Run 1, the metal 3 layer:
Bar = 20 microns.
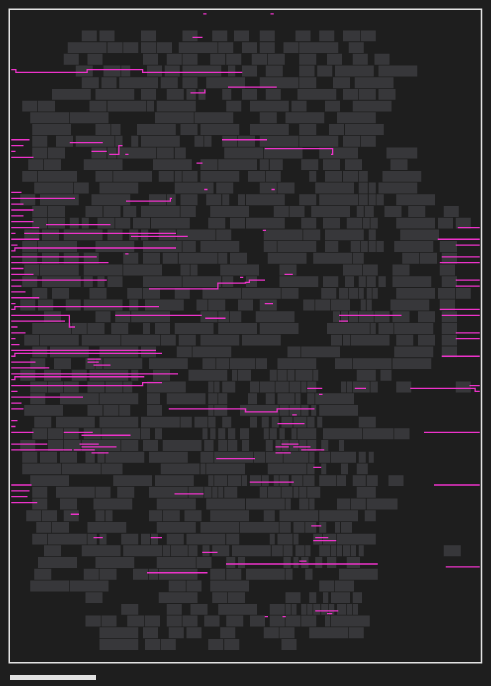
Run 1, clock wires, drivers and flops:
Bar = 20 microns.
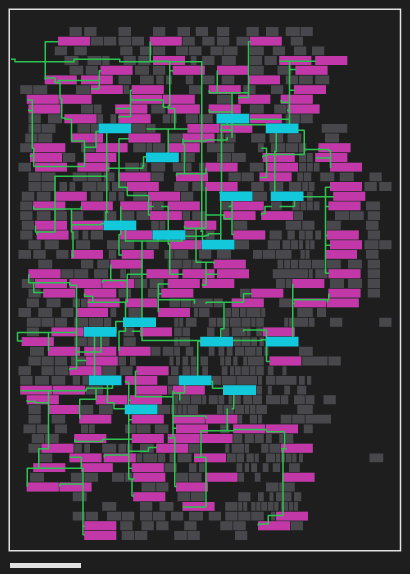
Run 1, M2 wires:
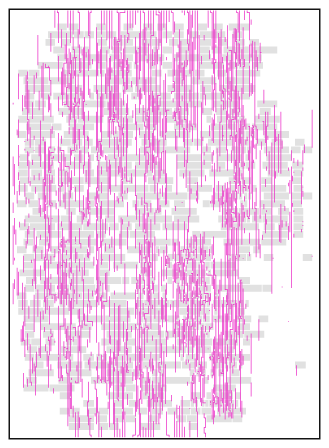
## src/rtl/master_tx_sequencer_pkg.sv

```systemverilog
// Shared definitions for the transaction sequencer and the receiving-side FSM:
// state encodings, opcode values and the fixed word-3 payloads.
package master_tx_sequencer_pkg;

  localparam logic [2:0] ST_IDLE  = 3'd0;
  localparam logic [2:0] ST_LOAD  = 3'd1;
  localparam logic [2:0] ST_SEND  = 3'd2;
  localparam logic [2:0] ST_WAIT  = 3'd3;
  localparam logic [2:0] ST_GAP   = 3'd4;
  localparam logic [2:0] ST_ABORT = 3'd5;

  localparam logic [1:0] OP_ADD  = 2'b00;
  localparam logic [1:0] OP_SUB  = 2'b01;
  localparam logic [1:0] OP_MULT = 2'b10;
  localparam logic [1:0] OP_NOP  = 2'b11;

  // MULT sends zero because the receiver computes the product itself.
  localparam logic [31:0] WORD3_MULT = 32'h0000_0000;
  localparam logic [31:0] WORD3_NOP  = 32'h0000_00FF;

  // Payload of the fourth word of a transaction.
  function automatic logic [31:0] word3_sel(input logic [1:0] op,
                                            input logic [31:0] addsub_result);
    case (op)
      OP_ADD, OP_SUB: return addsub_result;
      OP_MULT:        return WORD3_MULT;
      default:        return WORD3_NOP;
    endcase
  endfunction

endpackage

```

## src/rtl/master_tx_sequencer_tx_word_mux.sv

```systemverilog
// Combinational selection of the 32-bit word for a given word index.
module tx_word_mux
  import master_tx_sequencer_pkg::*;
(
  input  logic [1:0]  word_idx,
  input  logic [1:0]  opcode,
  input  logic [31:0] operand_a,
  input  logic [31:0] operand_b,
  input  logic [31:0] addsub_result,
  output logic [31:0] word
);

  // Word order: opcode, A, B, result/constant.
  always_comb begin
    word = '0;
    case (word_idx)
      2'd0:    word = {30'b0, opcode};
      2'd1:    word = operand_a;
      2'd2:    word = operand_b;
      default: word = word3_sel(opcode, addsub_result);
    endcase
  end

endmodule

```

## src/rtl/master_tx_sequencer.sv

```systemverilog
// Sequences one 4-word I2C write transaction with inter-word gap,
// per-word NACK retry and per-word tx_done timeout.
module master_tx_sequencer
  import master_tx_sequencer_pkg::*;
#(
  parameter int GAP_CYCLES     = 16,
  parameter int TIMEOUT_CYCLES = 100000,
  parameter int MAX_RETRY      = 2
) (
  input  logic        clk,
  input  logic        rst_n,
  input  logic        go,
  input  logic [1:0]  opcode,
  input  logic [31:0] operand_a,
  input  logic [31:0] operand_b,
  input  logic [31:0] addsub_result,
  output logic [31:0] tx_data,
  output logic        tx_start,
  input  logic        tx_done,
  input  logic        tx_nack,
  output logic        busy,
  output logic        err,
  output logic [1:0]  word_idx,
  output logic [2:0]  state_out
);

  localparam int CNT_MAX = (TIMEOUT_CYCLES > GAP_CYCLES) ? TIMEOUT_CYCLES : GAP_CYCLES;
  localparam int CNT_W   = $clog2(CNT_MAX + 1);
  localparam int RTY_W   = $clog2(MAX_RETRY + 1) + 1;

  logic [2:0]       state_q, state_d;
  logic [CNT_W-1:0] cnt_q, cnt_d;
  logic [RTY_W-1:0] retry_q, retry_d;
  logic [1:0]       word_idx_q, word_idx_d;
  logic             err_q, err_d;
  logic [31:0]      tx_data_q, tx_data_d;
  logic [1:0]       op_q, op_d;
  logic [31:0]      a_q, a_d, b_q, b_d, res_q, res_d;
  logic [1:0]       sel_idx;
  logic [31:0]      mux_word;

  // In GAP the mux looks one word ahead so tx_data is ready on entry to SEND.
  assign sel_idx = (state_q == ST_GAP) ? word_idx_q + 2'd1 : word_idx_q;

  tx_word_mux u_mux (
    .word_idx      (sel_idx),
    .opcode        (op_q),
    .operand_a     (a_q),
    .operand_b     (b_q),
    .addsub_result (res_q),
    .word          (mux_word)
  );

  // Next-state and datapath control for the transaction FSM.
  always_comb begin
    state_d    = state_q;
    cnt_d      = cnt_q;
    retry_d    = retry_q;
    word_idx_d = word_idx_q;
    err_d      = err_q;
    tx_data_d  = tx_data_q;
    op_d       = op_q;
    a_d        = a_q;
    b_d        = b_q;
    res_d      = res_q;
    case (state_q)
      ST_IDLE: if (go) begin
        op_d       = opcode;
        a_d        = operand_a;
        b_d        = operand_b;
        res_d      = addsub_result;
        err_d      = 1'b0;
        word_idx_d = 2'd0;
        retry_d    = '0;
        cnt_d      = '0;
        state_d    = ST_LOAD;
      end
      ST_LOAD: begin
        tx_data_d = mux_word;
        state_d   = ST_SEND;
      end
      ST_SEND: begin
        cnt_d   = '0;
        state_d = ST_WAIT;
      end
      ST_WAIT: begin
        if (tx_done) begin
          cnt_d = '0;
          if (!tx_nack) begin
            retry_d = '0;
            state_d = ST_GAP;
          end else if (retry_q < RTY_W'(MAX_RETRY)) begin
            retry_d = retry_q + RTY_W'(1);
            state_d = ST_GAP;
          end else begin
            state_d = ST_ABORT;
          end
        end else if (cnt_q == CNT_W'(TIMEOUT_CYCLES - 1)) begin
          state_d = ST_ABORT;
        end else begin
          cnt_d = cnt_q + CNT_W'(1);
        end
      end
      ST_GAP: begin
        if (cnt_q == CNT_W'(GAP_CYCLES - 1)) begin
          cnt_d = '0;
          if (retry_q != '0) begin
            // Re-send: tx_data still holds the NACKed word.
            state_d = ST_SEND;
          end else if (word_idx_q == 2'd3) begin
            word_idx_d = 2'd0;
            state_d    = ST_IDLE;
          end else begin
            word_idx_d = sel_idx;
            tx_data_d  = mux_word;
            state_d    = ST_SEND;
          end
        end else begin
          cnt_d = cnt_q + CNT_W'(1);
        end
      end
      ST_ABORT: begin
        err_d   = 1'b1;
        retry_d = '0;
        cnt_d   = '0;
        state_d = ST_IDLE;
      end
      default: state_d = ST_IDLE;
    endcase
  end

  // State, counters and latched transaction inputs.
  always_ff @(posedge clk or negedge rst_n) begin
    if (!rst_n) begin
      state_q    <= ST_IDLE;
      cnt_q      <= '0;
      retry_q    <= '0;
      word_idx_q <= 2'd0;
      err_q      <= 1'b0;
      tx_data_q  <= '0;
      op_q       <= '0;
      a_q        <= '0;
      b_q        <= '0;
      res_q      <= '0;
    end else begin
      state_q    <= state_d;
      cnt_q      <= cnt_d;
      retry_q    <= retry_d;
      word_idx_q <= word_idx_d;
      err_q      <= err_d;
      tx_data_q  <= tx_data_d;
      op_q       <= op_d;
      a_q        <= a_d;
      b_q        <= b_d;
      res_q      <= res_d;
    end
  end

  assign tx_data   = tx_data_q;
  assign tx_start  = (state_q == ST_SEND);
  assign busy      = (state_q != ST_IDLE);
  assign err       = err_q;
  assign word_idx  = word_idx_q;
  assign state_out = state_q;

endmodule

```

## config.mk

```make
export PLATFORM = sky130hd
export DESIGN_NAME = master_tx_sequencer
export DESIGN_NICKNAME = d
export VERILOG_FILES = /design/src/rtl/master_tx_sequencer_pkg.sv /design/src/rtl/master_tx_sequencer_tx_word_mux.sv /design/src/rtl/master_tx_sequencer.sv
export SDC_FILE = /design/constraint.sdc
export NUM_CORES = 1
export LEC_CHECK = 0
export CORE_ASPECT_RATIO = 1.4
export CORE_MARGIN = 2
export CORE_UTILIZATION = 45
export CTS_CLUSTER_DIAMETER = 200
export DETAILED_ROUTE_END_ITERATION = 10
export PLACE_DENSITY = 0.71
export SLEW_MARGIN = 20
export SYNTH_ARGS = -nofsm -noshare
export SYNTH_HDL_FRONTEND = slang
export SYNTH_SLANG_ARGS = --single-unit
export TNS_END_PERCENT = 30
```

## constraint.sdc

```tcl
create_clock -name clk -period 2.9 [get_ports clk]
set_input_delay 0.58 -clock clk [delete_from_list [all_inputs] [get_ports clk]]
set_output_delay 0.58 -clock clk [all_outputs]
set_load 0.02 [all_outputs]
```

==> impl_metrics.toml, run 1 <==
# physical design summary
[cells_and_area]
final_layout_size_suffix_gt1_frac = 0.2342
area_delta_synth_final_pct = 33.35
ff_latch_area_sq_um = 3904
final_area_sq_um = 9330

[final_timing]
worst_pin_slew_ns = 0.6896
rsz0062_at_grt = "false"
setup_tns_ns = 0
fin_crit_ns = 2.556
timing_hold_violations_final = 0
slew_violations = 0

[critical_path]
r2r_slack_ns = 0.36
critPathLaunchType = "flip-flop"
r2r-start = "word_idx[1]$_DFFE_PN0P_"
path_depth = 5
arrival_ns = 1.98
crit_path_max_incr_delay_ns = 0.62
worstSetupEndpointType = "output port"

[clocking]
postCtsSetupRepairBufs = 0
cts_root_buf = "clkbuf_16"
clk_latency_ns = 0.42
cts.sinks = 156
clockBufferDepth = 2

[hold_path]
hp-class = "in2async"

[route]
firstDrtPassIters = 6
remaining_drc_errors = 0

[synth]
synth_top_area_share = 0.5579
yosys-top-cells-count = "156 x dfrtp_1, 107 x mux2_2, 47 x a21oi_1"
ys_chip_area_sq_um = 6997
ys_cells = 573
synthFlopType = "dfrtp_1"
synth.distinct_cells = 51
avgSynthCellArea_sq_um = 12.21

[run_status]
status = "finished, final reports clean"

[placed_design]
port_buffers = 142
place.gp.congestion = 0.8675

[global_route]
gr-total-overflow = 0

[pwr]
ir_worst_vdd_uv = 490.8
totalPowerFinal_w = 0.009668

[floorplan]
row_count = 53
fp_util = 0.4628
fp.coreArea_sq_um = 15120
Back to the opening pictures, 'the metal 3 layer':
share of all routed wire = 6.3%
longest straight run = 38.4 microns
wire length on this layer = 1120 microns
grt met3 use: 0.06287
via count: 5413
Post-Route WL: 17680 microns

Back to the opening pictures, 'clock wires, drivers and flops':
green -> clock wires  # length 1730 microns
magenta -> flip-flops  # count 156
cyan -> cells driving clock nets  # count 17
routed clock nets = 18
flops lie = widely spread
Setup Skew: 0.01250 ns
P_clk: 0.00209 W
clock share of power: 0.216

Back to the opening pictures, 'M2 wires':
main direction = vertical
wire length on this layer = 9380 microns
share of all routed wire = 53%
longest straight run = 53.4 microns
met2 GRT Util: 0.3849

[run 1: registers in the layout (all words and copies together) (netlist names)]
register   flops
cnt_q         17
retry_q        3
err            1
tx_data       32
a_q           32
b_q           32
res_q         32
state_out      3
op_q           2
word_idx       2
[run 1: power breakdown]
part / internal [W] / switching, W / leakage [nW] / total, W
logic: 0.00197 / 0.00181 / 1.61 / 0.00378
clock network: 0.00115 / 0.000941 / 0.273 / 0.00209
registers: 0.00317 / 0.000625 / 1.91 / 0.00380
total: 0.00629 / 0.00338 / 3.79 / 0.00967
[run 1: routing by layer]
metal	wire length [microns]	track usage
met1	6763	0.2619
met3	1117	0.06287
met4	416	0.07722
met2	9375	0.3849
met5	11	0
[run 1: cell families (layout without fill, tap and decap cells)]
group                      count (synthesis)  after routing  share of synthesized area
xor gates and xnor gates                  10             10                    0.01252
adders and majority gates                  4              4                   0.007153
DFF                                      156            156                     0.5579
and+or+nand+nor                          100            100                    0.07564
AOI/OAI and AO/OA                        139            139                     0.1361
buffers and inverters                     49            206                    0.02665
muxes                                    115            115                     0.1840
[run 1: final cells by class]
cell class / count / share of cell area
Multi-Input combinational cell: 368 / 0.3174
Sequential cell: 156 / 0.4184
Timing Repair Buffer: 163 / 0.1734
Tap cell: 192 / 0.02575
Clock buffer: 18 / 0.04707
Inverter: 11 / 0.004425
Clock inverter: 14 / 0.01354
[run 1: layout by cell type (no fill, tap or decap), drive strengths merged, types with 3 or more instances in the layout]
cell           count
inv               17
buf               22
a31oi             25
clkbuf            18
a211oi             3
o21ai              9
a21oi             47
nor3               7
o22ai             11
nor4               4
a221o              6
or4                3
dfrtp            156
clkdlybuf4s50    141
nor2              26
clkinv             6
and3               5
xnor2              6
nor2b              4
mux2i              6
mux2             109
ha                 4
nand2b             4
xor2               4
nand4              4
nand3             14
nand2             17
a222oi            24
Run 1, track usage over the die:
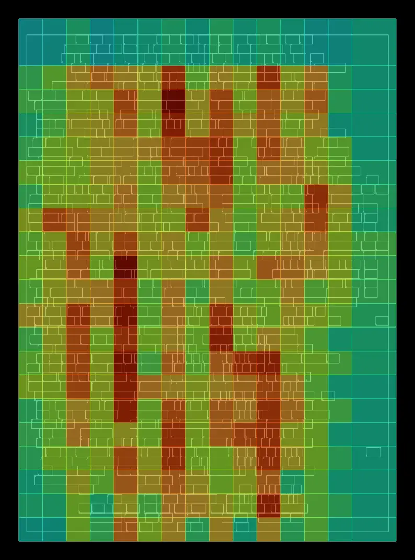

==> inputs of run 2 (changes only) <==
- SYNTH_HIERARCHICAL: not set -> 1
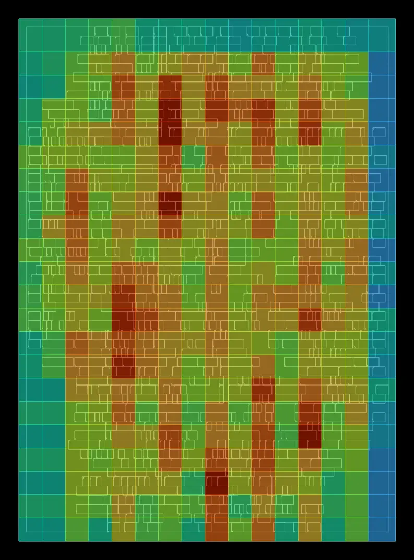
Run 2: track usage over the die
gr busiest metal: met2
total track usage: 0.2122
grt met3 use: 0.04506
fin util: 0.5973

==> run 2 against run 1 <==
Net effect:
- die size rose by 4.2%
- sequential power down 4%
- sequential cell count unchanged
==> impl_metrics.toml, run 2 <==
# physical design summary
[cells_and_area]
final_area_sq_um = 9577
ff_latch_area_sq_um = 3904
area_delta_synth_final_pct = 31.24
layout_top_cells = "309 x nand2_1, 156 x dfrtp_1, 141 x clkdlybuf4s50_1"

[floorplan]
row_count = 55

[placed_design]
port_buffers = 142
place.gp.congestion = 0.8061

[route]
wl_met2_microns = 9257
routed.top_layer = "met4"
firstDrtPassIters = 5
remaining_drc_errors = 0

[pwr]
totalPowerFinal_w = 0.01004

[critical_path]
critPathLaunchType = "flip-flop"
worstSetupEndpointType = "flip-flop"

[final_timing]
fin_crit_ns = 2.673
timing_hold_violations_final = 0
setup_tns_ns = 0
slew_violations = 0
rsz0062_at_grt = "false"

[clocking]
clockBufferDepth = 2

[hold_path]
hp-class = "in2async"

[run_status]
status = "finished, final reports clean"
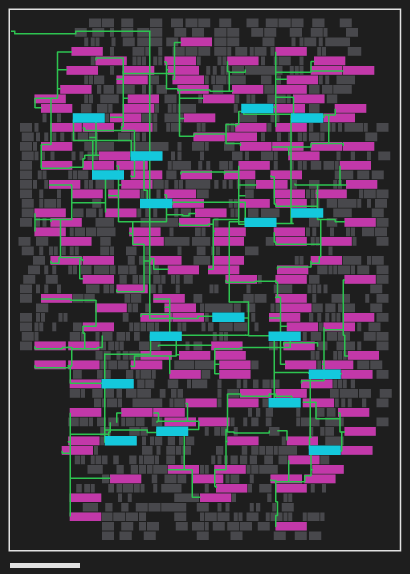
Run 2: clock wires, drivers and flops
Bar = 20 microns.
cyan -> cells driving clock nets  # count 17
magenta -> flip-flops  # count 156
green -> clock wires  # length 1860 microns
routed clock nets = 18

[run 2: worst paths after layout]
check,start,endpoint,cells past startpoint
min in group clk,b_q[6]$_DFFE_PN0P_,b_q[6]$_DFFE_PN0P_,2
worst max register to register,state_out[1]$_DFFE_PN0P_,tx_data[1]$_DFFE_PN0P_,7
worst min register to register,b_q[6]$_DFFE_PN0P_,b_q[6]$_DFFE_PN0P_,2
worst max-delay path,state_out[1]$_DFFE_PN0P_,tx_data[1]$_DFFE_PN0P_,7
worst min-delay path,rst_n,tx_data[12]$_DFFE_PN0P_,1
max in group asynchronous,rst_n,b_q[8]$_DFFE_PN0P_,2
[run 2: kinds of logic (layout without fill, tap and decap cells)]
family | count (synthesis) | count (layout) | synth area share
mux | 33 | 33 | 0.06790
simple gates | 388 | 388 | 0.2229
buf+inv | 52 | 198 | 0.03601
flops | 156 | 156 | 0.5350
xor+xnor | 1 | 1 | 0.001200
fa+ha+maj | 4 | 4 | 0.006859
compound gates | 125 | 125 | 0.1301
[run 2: power by group]
part	internal, W	switching, W	total, W
clock	0.00137	0.000926	0.00229
sequential	0.00310	0.000560	0.00366
combinational	0.00195	0.00214	0.00409
[run 2: cell type report]
type | count | share of cell area
flip-flops and latches | 156 | 0.4076
multi-input cells | 551 | 0.3315
repair buffers | 159 | 0.1684
clock buffers | 17 | 0.04442
well taps | 199 | 0.02600
clock inverters | 15 | 0.01934
inverters | 7 | 0.002744
[run 2: worst max-delay path, cell delays in order, from the launching register on]
cell and delay, ns:
dfrtp_1 0.38, nor2_1 0.19, nand2_1 0.29, xnor2_2 0.25, inv_2 0.47, nor2_4 0.29
a221o_1 0.42, mux2_4 0.26
==> inputs of run 3 (changes only) <==
- CTS_CLUSTER_SIZE: not set -> 20
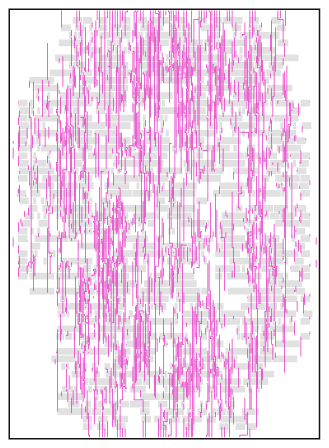
Run 3: M2 wires
nets with wire on the layer = 795
share of all routed wire = 52%
met2 GRT Util: 0.3657
Post-Route WL: 17890 microns
via count: 5767

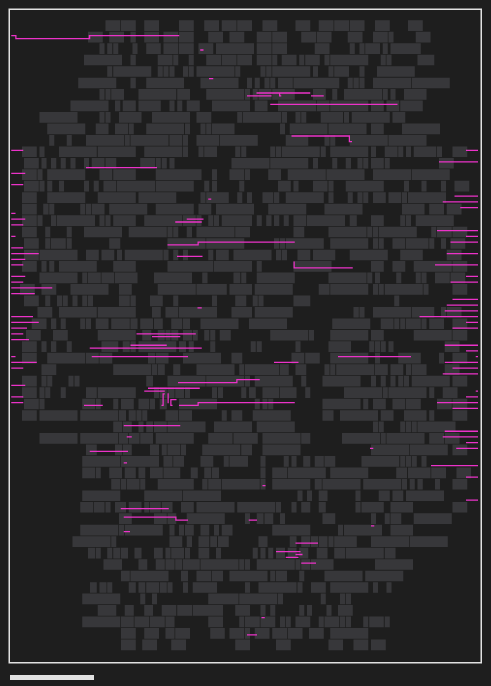
Run 3: the metal 3 layer
Bar = 20 microns.
longest straight run = 29.9 microns
main direction = horizontal
wire length on this layer = 727 microns
share of all routed wire = 4.1%
nets with wire on the layer = 86

==> run 3 against run 2 <==
Net effect:
- clock power barely moved
- via count unchanged
- routed wire length is the same
- cell count stayed put
- total power unchanged
- non-clock buffer count is the same
- critical path type unchanged
- largest cell class unchanged
- highest routed layer unchanged
==> impl_metrics.toml, run 3 <==
# physical design summary
[cells_and_area]
area_delta_synth_final_pct = 31.24
final_area_sq_um = 9577

[pwr]
p_comb_frac = 0.408
pg_clk_w = 0.00229
powerSeq_w = 0.00366
maxPowerGroup = "combinational cells"
pwr-share-clk = 0.228

[placed_design]
place.gp.congestion = 0.8061
port_buffers = 142

[critical_path]
crit_family = "simple AND/OR/NAND/NOR gates"
crit_path_max_incr_delay_ns = 0.47
critPathLaunchType = "flip-flop"
worst-path-buf-inv = 1

[hold_path]
hp-class = "in2async"

[final_timing]
slew_violations = 0
timing_hold_violations_final = 0

[global_route]
track_usage = 0.2122

[route]
wl_met2_microns = 9257

[clocking]
clockBufferDepth = 2

[run_status]
status = "finished, final reports clean"
run 3: cell counts after synthesis:
No cell type changed its count.
run 3: final timing paths:
path,slack [ns],startpoint,to
worst max-delay path,0.23,state_out[1]$_DFFE_PN0P_,tx_data[1]$_DFFE_PN0P_
worst min-delay path,0.19,rst_n,tx_data[12]$_DFFE_PN0P_
worst max register to register,0.23,state_out[1]$_DFFE_PN0P_,tx_data[1]$_DFFE_PN0P_
worst min register to register,0.47,b_q[6]$_DFFE_PN0P_,b_q[6]$_DFFE_PN0P_
max in group asynchronous,1.96,rst_n,b_q[8]$_DFFE_PN0P_
min in group clk,0.47,b_q[6]$_DFFE_PN0P_,b_q[6]$_DFFE_PN0P_
run 3: layout make-up:
| class | count | area (sq um) |
|---|---|---|
| multi-input cells | 551 | 3174 |
| clock inverters | 15 | 185.2 |
| clock buffers | 17 | 425.4 |
| repair buffers | 159 | 1613 |
| well taps | 199 | 249.0 |
| fillers | 1390 | 6457 |
| flip-flops and latches | 156 | 3904 |
| inverters | 7 | 26.28 |
run 3: cells by family (layout without fill, tap and decap cells):
logic type	count (synthesis)	after routing	synth area share
adder cells (fa/ha/maj)	4	4	0.006859
multiplexers	33	33	0.06790
AND-OR/OR-AND	125	125	0.1301
AND/OR/NAND/NOR	388	388	0.2229
buffers and inverters	52	198	0.03601
XOR/XNOR	1	1	0.001200
flip-flops	156	156	0.5350
run 3: per-stage QoR:
| step | setup WS (ns) | power, W |
|---|---|---|
| after floorplan | 0.5322 | 0.006321 |
| after global placement | 0.3134 | 0.007674 |
| after CTS | 0.2413 | 0.01012 |
| final | 0.2274 | 0.01004 |
| after detailed placement | 0.2456 | 0.007798 |
| after global routing | 0.05999 | 0.01069 |
Power is estimated from default activity; no workload was simulated.
